$ cat config.mk
export PLATFORM = sky130hd
export DESIGN_NAME = fec23_block_encoder_ble
export DESIGN_NICKNAME = d
export VERILOG_FILES = /design/src/rtl/fec23_ble_pkg.sv /design/src/rtl/fec23_codeword_fifo_ble.sv /design/src/rtl/fec23_block_encoder_ble.sv
export SDC_FILE = /design/constraint.sdc
export NUM_CORES = 1
export LEC_CHECK = 0
export CORE_MARGIN = 2
export CORE_UTILIZATION = 30
export CTS_BUF_LIST = sky130_fd_sc_hd__clkbuf_4 sky130_fd_sc_hd__clkbuf_8 sky130_fd_sc_hd__clkbuf_16
export DETAILED_ROUTE_END_ITERATION = 6
export GPL_TIMING_DRIVEN = 0
export PLACE_DENSITY = 0.44
export SYNTH_ARGS = -nofsm -noshare
export SYNTH_HDL_FRONTEND = slang
export SYNTH_SLANG_ARGS = --single-unit
export TNS_END_PERCENT = 30
$ cat constraint.sdc
create_clock -name clk -period 2.4 [get_ports clk]
set_input_delay 0.48 -clock clk [delete_from_list [all_inputs] [get_ports clk]]
set_output_delay 0.48 -clock clk [all_outputs]
set_load 0.02 [all_outputs]
$ cat src/rtl/fec23_ble_pkg.sv
// Shared definitions for the (15,10) shortened-Hamming FEC 2/3 encoder.
// Holds block geometry, the generator polynomial, collector state
// encodings and the codeword bit-order helpers used by the encoder.
package fec23_ble_pkg;

    // Block geometry: K data bits plus R parity bits per codeword
    localparam int K = 10;
    localparam int R = 5;
    localparam int N = K + R;

    // Generator g(x) = x^5 + x^4 + x^2 + 1, coefficients x^4..x^0 (x^5 implicit)
    localparam logic [R-1:0] GEN_POLY = 5'b10101;

    // Collector state encodings
    localparam logic [0:0] COLLECT = 1'b0;
    localparam logic [0:0] PAD     = 1'b1;

    // A stored codeword is {data bits in arrival order, p[4]..p[0]}, so the
    // first data bit received lives in bit N-1 and is transmitted first.
    typedef logic [N-1:0] codeword_t;

    // Maps a serializer index (0 = first bit on the wire) to a word bit position
    function automatic logic [3:0] cw_bit_pos(input logic [3:0] idx);
        return 4'(N - 1) - idx;
    endfunction

    // One step of the systematic division LFSR for a single message bit
    function automatic logic [R-1:0] lfsr_step(input logic [R-1:0] p, input logic b);
        logic fb;
        fb = b ^ p[R-1];
        return {p[R-2:0], 1'b0} ^ (fb ? GEN_POLY : '0);
    endfunction

endpackage

$ cat src/rtl/fec23_codeword_fifo_ble.sv
// Two-entry codeword FIFO between the collector and the serializer.
// A push while full is accepted only if a pop happens at the same edge;
// otherwise the word is ignored here and the caller flags the drop.
module fec23_codeword_fifo_ble
    import fec23_ble_pkg::*;
(
    input  logic        clk,
    input  logic        reset,
    input  logic        push,
    input  codeword_t   push_data,
    input  logic        pop,
    output codeword_t   head_data,
    output logic [1:0]  count,
    output logic        full,
    output logic        empty
);

    codeword_t  mem [2];
    logic       wr_ptr;
    logic       rd_ptr;
    logic       do_push;
    logic       do_pop;

    // Qualify push/pop against occupancy; a full FIFO still accepts a push
    // when the head is leaving at the same edge
    always_comb begin
        do_pop  = pop && (count != 2'd0);
        do_push = push && ((count != 2'd2) || do_pop);
    end

    // Storage, pointers and occupancy count
    always_ff @(posedge clk or negedge reset) begin
        if (!reset) begin
            mem[0] <= '0;
            mem[1] <= '0;
            wr_ptr <= 1'b0;
            rd_ptr <= 1'b0;
            count  <= 2'd0;
        end else begin
            if (do_push) begin
                mem[wr_ptr] <= push_data;
                wr_ptr      <= ~wr_ptr;
            end
            if (do_pop) begin
                rd_ptr <= ~rd_ptr;
            end
            case ({do_push, do_pop})
                2'b10:   count <= count + 2'd1;
                2'b01:   count <= count - 2'd1;
                default: count <= count;
            endcase
        end
    end

    // Head word and status flags derived from registered state
    always_comb begin
        head_data = mem[rd_ptr];
        full      = (count == 2'd2);
        empty     = (count == 2'd0);
    end

endmodule

$ cat src/rtl/fec23_block_encoder_ble.sv
// Serial (15,10) shortened-Hamming FEC 2/3 block encoder.
// Collects 10-bit serial blocks, appends 5 parity bits from
// g(x) = x^5 + x^4 + x^2 + 1, buffers up to two codewords and
// serializes them under valid/ready. in_hold tells the upstream
// segmentation not to start a new block while both slots are full.
// Optional macro FEC23_BLOCK_COUNT_EN adds a popped-codeword counter
// (blocks_encoded) with a synchronous clear (count_clr).
module fec23_block_encoder_ble
    import fec23_ble_pkg::*;
(
    input  logic       clk,
    input  logic       reset,
    input  logic       in_data,
    input  logic       in_valid,
    input  logic       flush,
    output logic       out_data,
    output logic       out_valid,
    input  logic       out_ready,
    output logic       in_hold,
    output logic       overflow,
    output logic       busy
`ifdef FEC23_BLOCK_COUNT_EN
    ,
    input  logic       count_clr,
    output logic [9:0] blocks_encoded
`endif
);

    logic [0:0]    state;
    logic [3:0]    bit_cnt;
    logic [K-1:0]  data_sr;
    logic [R-1:0]  lfsr;
    logic [3:0]    ser_idx;

    logic          take_bit;
    logic          bit_val;
    logic [R-1:0]  lfsr_next;
    logic [K-1:0]  sr_next;
    logic          last_bit;
    logic          start_pad;

    logic          fifo_push;
    codeword_t     push_word;
    logic          fifo_pop;
    codeword_t     head_word;
    logic [1:0]    fifo_count;
    logic          fifo_full;
    logic          fifo_empty;
    logic          drop;

    // Collector datapath: in PAD a zero is injected every cycle, in COLLECT
    // only qualified input bits advance the data shifter and the LFSR
    always_comb begin
        take_bit  = (state == PAD) || in_valid;
        bit_val   = (state == COLLECT) && in_data;
        lfsr_next = lfsr_step(lfsr, bit_val);
        sr_next   = {data_sr[K-2:0], bit_val};
        last_bit  = take_bit && (bit_cnt == 4'(K - 1));
        fifo_push = last_bit;
        push_word = {sr_next, lfsr_next};
        // A flush that lands on the K-th bit is absorbed by the normal push;
        // a flush with nothing collected (and nothing arriving) does nothing
        start_pad = (state == COLLECT) && flush && !last_bit
                    && ((bit_cnt != 4'd0) || in_valid);
    end

    // Collector state, bit counter, data shifter and parity LFSR
    always_ff @(posedge clk or negedge reset) begin
        if (!reset) begin
            state   <= COLLECT;
            bit_cnt <= 4'd0;
            data_sr <= '0;
            lfsr    <= '0;
        end else begin
            if (take_bit) begin
                if (last_bit) begin
                    bit_cnt <= 4'd0;
                    data_sr <= '0;
                    lfsr    <= '0;
                    state   <= COLLECT;
                end else begin
                    bit_cnt <= bit_cnt + 4'd1;
                    data_sr <= sr_next;
                    lfsr    <= lfsr_next;
                end
            end
            if (start_pad) begin
                state <= PAD;
            end
        end
    end

    fec23_codeword_fifo_ble u_fifo (
        .clk       (clk),
        .reset     (reset),
        .push      (fifo_push),
        .push_data (push_word),
        .pop       (fifo_pop),
        .head_data (head_word),
        .count     (fifo_count),
        .full      (fifo_full),
        .empty     (fifo_empty)
    );

    // Serializer outputs and handshake decode; out_data is forced low when
    // nothing is valid so the line idles at zero
    always_comb begin
        out_valid = (fifo_count != 2'd0);
        out_data  = out_valid && head_word[cw_bit_pos(ser_idx)];
        fifo_pop  = out_valid && out_ready && (ser_idx == 4'(N - 1));
        drop      = fifo_push && fifo_full && !fifo_pop;
        in_hold   = fifo_full;
        busy      = (bit_cnt != 4'd0) || (state == PAD) || !fifo_empty;
    end

    // Serializer bit index; wraps with the pop of the head word
    always_ff @(posedge clk or negedge reset) begin
        if (!reset) begin
            ser_idx <= 4'd0;
        end else if (out_valid && out_ready) begin
            if (ser_idx == 4'(N - 1)) begin
                ser_idx <= 4'd0;
            end else begin
                ser_idx <= ser_idx + 4'd1;
            end
        end
    end

    // Sticky overflow: a completed word lost to a full FIFO, or input that
    // arrived while the collector was padding a partial block
    always_ff @(posedge clk or negedge reset) begin
        if (!reset) begin
            overflow <= 1'b0;
        end else if (drop || ((state == PAD) && in_valid)) begin
            overflow <= 1'b1;
        end
    end

`ifdef FEC23_BLOCK_COUNT_EN
    // Count of codewords fully serialized; wraps naturally at 10 bits
    always_ff @(posedge clk or negedge reset) begin
        if (!reset) begin
            blocks_encoded <= 10'd0;
        end else if (count_clr) begin
            blocks_encoded <= 10'd0;
        end else if (fifo_pop) begin
            blocks_encoded <= blocks_encoded + 10'd1;
        end
    end
`else
`endif

endmodule

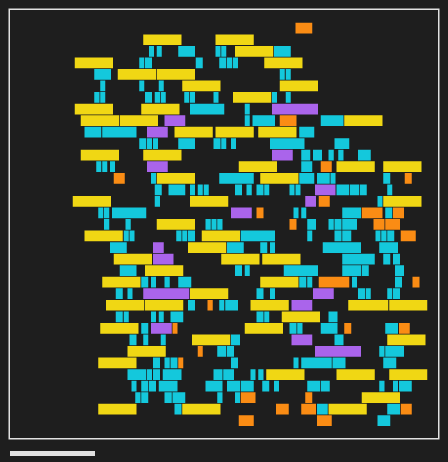
Fig. 1. Placed cells, one colour a class (run 1).
The bar under the picture is 20 um long.
Key: sequential cells = yellow [cells 58]; remaining buffers and delay cells = orange [cells 28]; combinational and other logic = cyan [cells 202]; clock drivers and dummy loads = purple [cells 16]
# rows: 35
core outline area: 9150 sq um

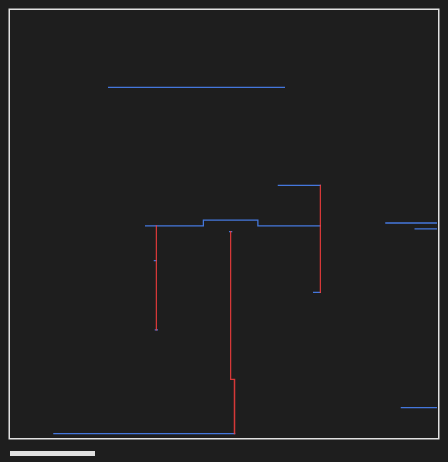
Fig. 2. Wiring by layer (run 1).
The bar under the picture is 20 um long. Only two layers are drawn.
Key: metal 3 = blue [wire length 165 um]; metal 4 = red [wire length 98.2 um]
final WL: 6190 um
DR WL/cell: 14.9 um

==> results.json, run 1 <==
{
  "outcome": "finished with violations",
  "violations": "negative setup slack",
  "regArea_sq_um": 1450,
  "fin_ws_ns": -0.256,
  "setup_viol": 1,
  "dr_wl_met3_um": 165,
  "worst-path-buf-inv": 3,
  "postLayoutCellArea_sq_um": 3380,
  "path_max_fanout": 6,
  "largest_reg_flops": 30,
  "synthCells": 274,
  "critPathCaptureType": "output port",
  "max_cap_viol_count": 0,
  "period_used_pct": 111,
  "ys_seq_share_pct": 51.6,
  "setup_tns_ns": -0.256,
  "cpMostUsedCell": "nor2_1",
  "xor_area_share_pct": 3.11,
  "avgSynthCellArea_sq_um": 10.3,
  "wl_met2_um": 2860,
  "ys_sh_mux_pct": 11.3,
  "ir_worst_vdd_mv": 0.339,
  "synth_area_sq_um": 2810,
  "layout-drive-gt1-share_pct": 19.7,
  "grt_max_degree": 59,
  "yosys_warnings": 0,
  "cts.sinks": 58,
  "grt_pass1_vias": 2064,
  "comb_power_mw": 1.47,
  "yosys.area.top_type": "dfrtp_1",
  "n_all_buffers": 28,
  "critical-path-max-stage-delay_ns": 0.36,
  "layout.cells.non_filler": 415,
  "place_area_sq_um": 3040,
  "final-comb-area_sq_um": 1280,
  "crit_chain": "clkbuf_8 > inv_6 > ha_4 > mux4_2 > nor2_1 > nor2_1 > o311a_1 > buf_6"
}
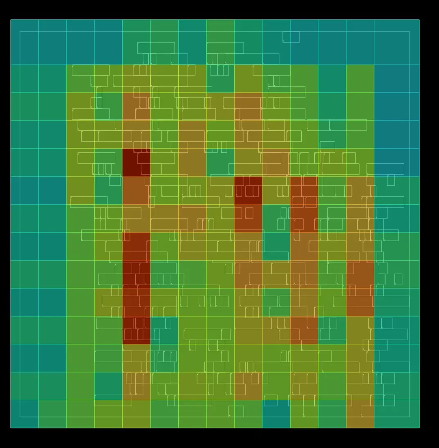
Fig. 3. Congestion heat map (run 1).
busiest grt layer: met2
Finished Core Util: 37.0%

Fig. 4: run 1, logic cells by family
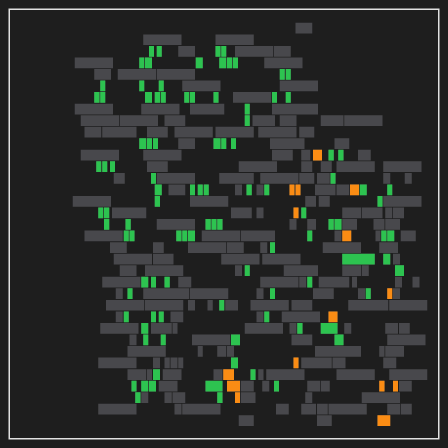

==> run 2: changes to the inputs <==
Settings changed: SETUP_SLACK_MARGIN set to 0.5, SLEW_MARGIN set to 20.
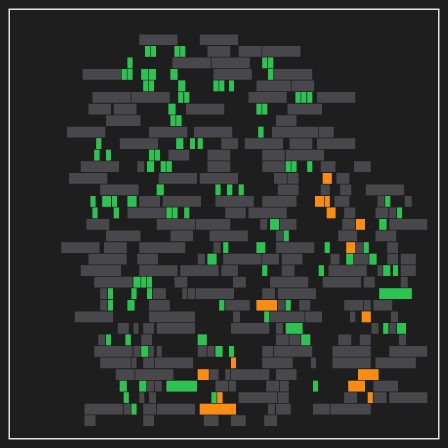
Fig. 5. Logic cells by family (run 2).
Key: nor cells = orange [cells 15]; nand cells = green [cells 102]
Commonest Layout Cell: nand2_1
Final Instance Count excl. Fillers: 427
logic share of the area: 39.2%

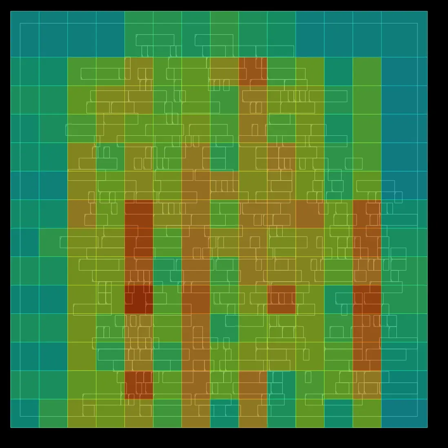
Fig. 6. Congestion heat map (run 2).
GR Util met2: 22.2%
met3 Track Usage GR: 2.36%

==> results.json, run 2 <==
{
  "design.seq.count": 58,
  "wl_met2_um": 3030,
  "max_cap_viol_count": 0,
  "finish.utilization_pct": 40.2,
  "postLayoutCellArea_sq_um": 3680,
  "setup_viol": 1,
  "ir_worst_vdd_mv": 0.371,
  "yosys.area.top_type": "dfrtp_1",
  "grt_max_degree": 33,
  "dr_wl_met3_um": 117,
  "outcome": "finished with violations",
  "regArea_sq_um": 1460,
  "n_all_buffers": 40,
  "grt_pass1_vias": 2097,
  "cts.sinks": 58,
  "ys_sh_mux_pct": 11.3,
  "top_usage_layer": "met2",
  "violations": "negative setup slack",
  "period_used_pct": 111,
  "setup_tns_ns": -0.269,
  "worst-path-buf-inv": 4,
  "avgSynthCellArea_sq_um": 10.3,
  "synthCells": 274,
  "comb_power_mw": 1.66,
  "fin_ws_ns": -0.269,
  "wl_per_cell_um": 14.8,
  "crit_chain": "clkbuf_8 > inv_6 > ha_4 > clkbuf_16 > mux4_2 > nor2_2 > nor2_1 > o311a_1 > buf_6",
  "ys_seq_share_pct": 51.6,
  "top_layer_used": "met4",
  "num_rows": 35
}
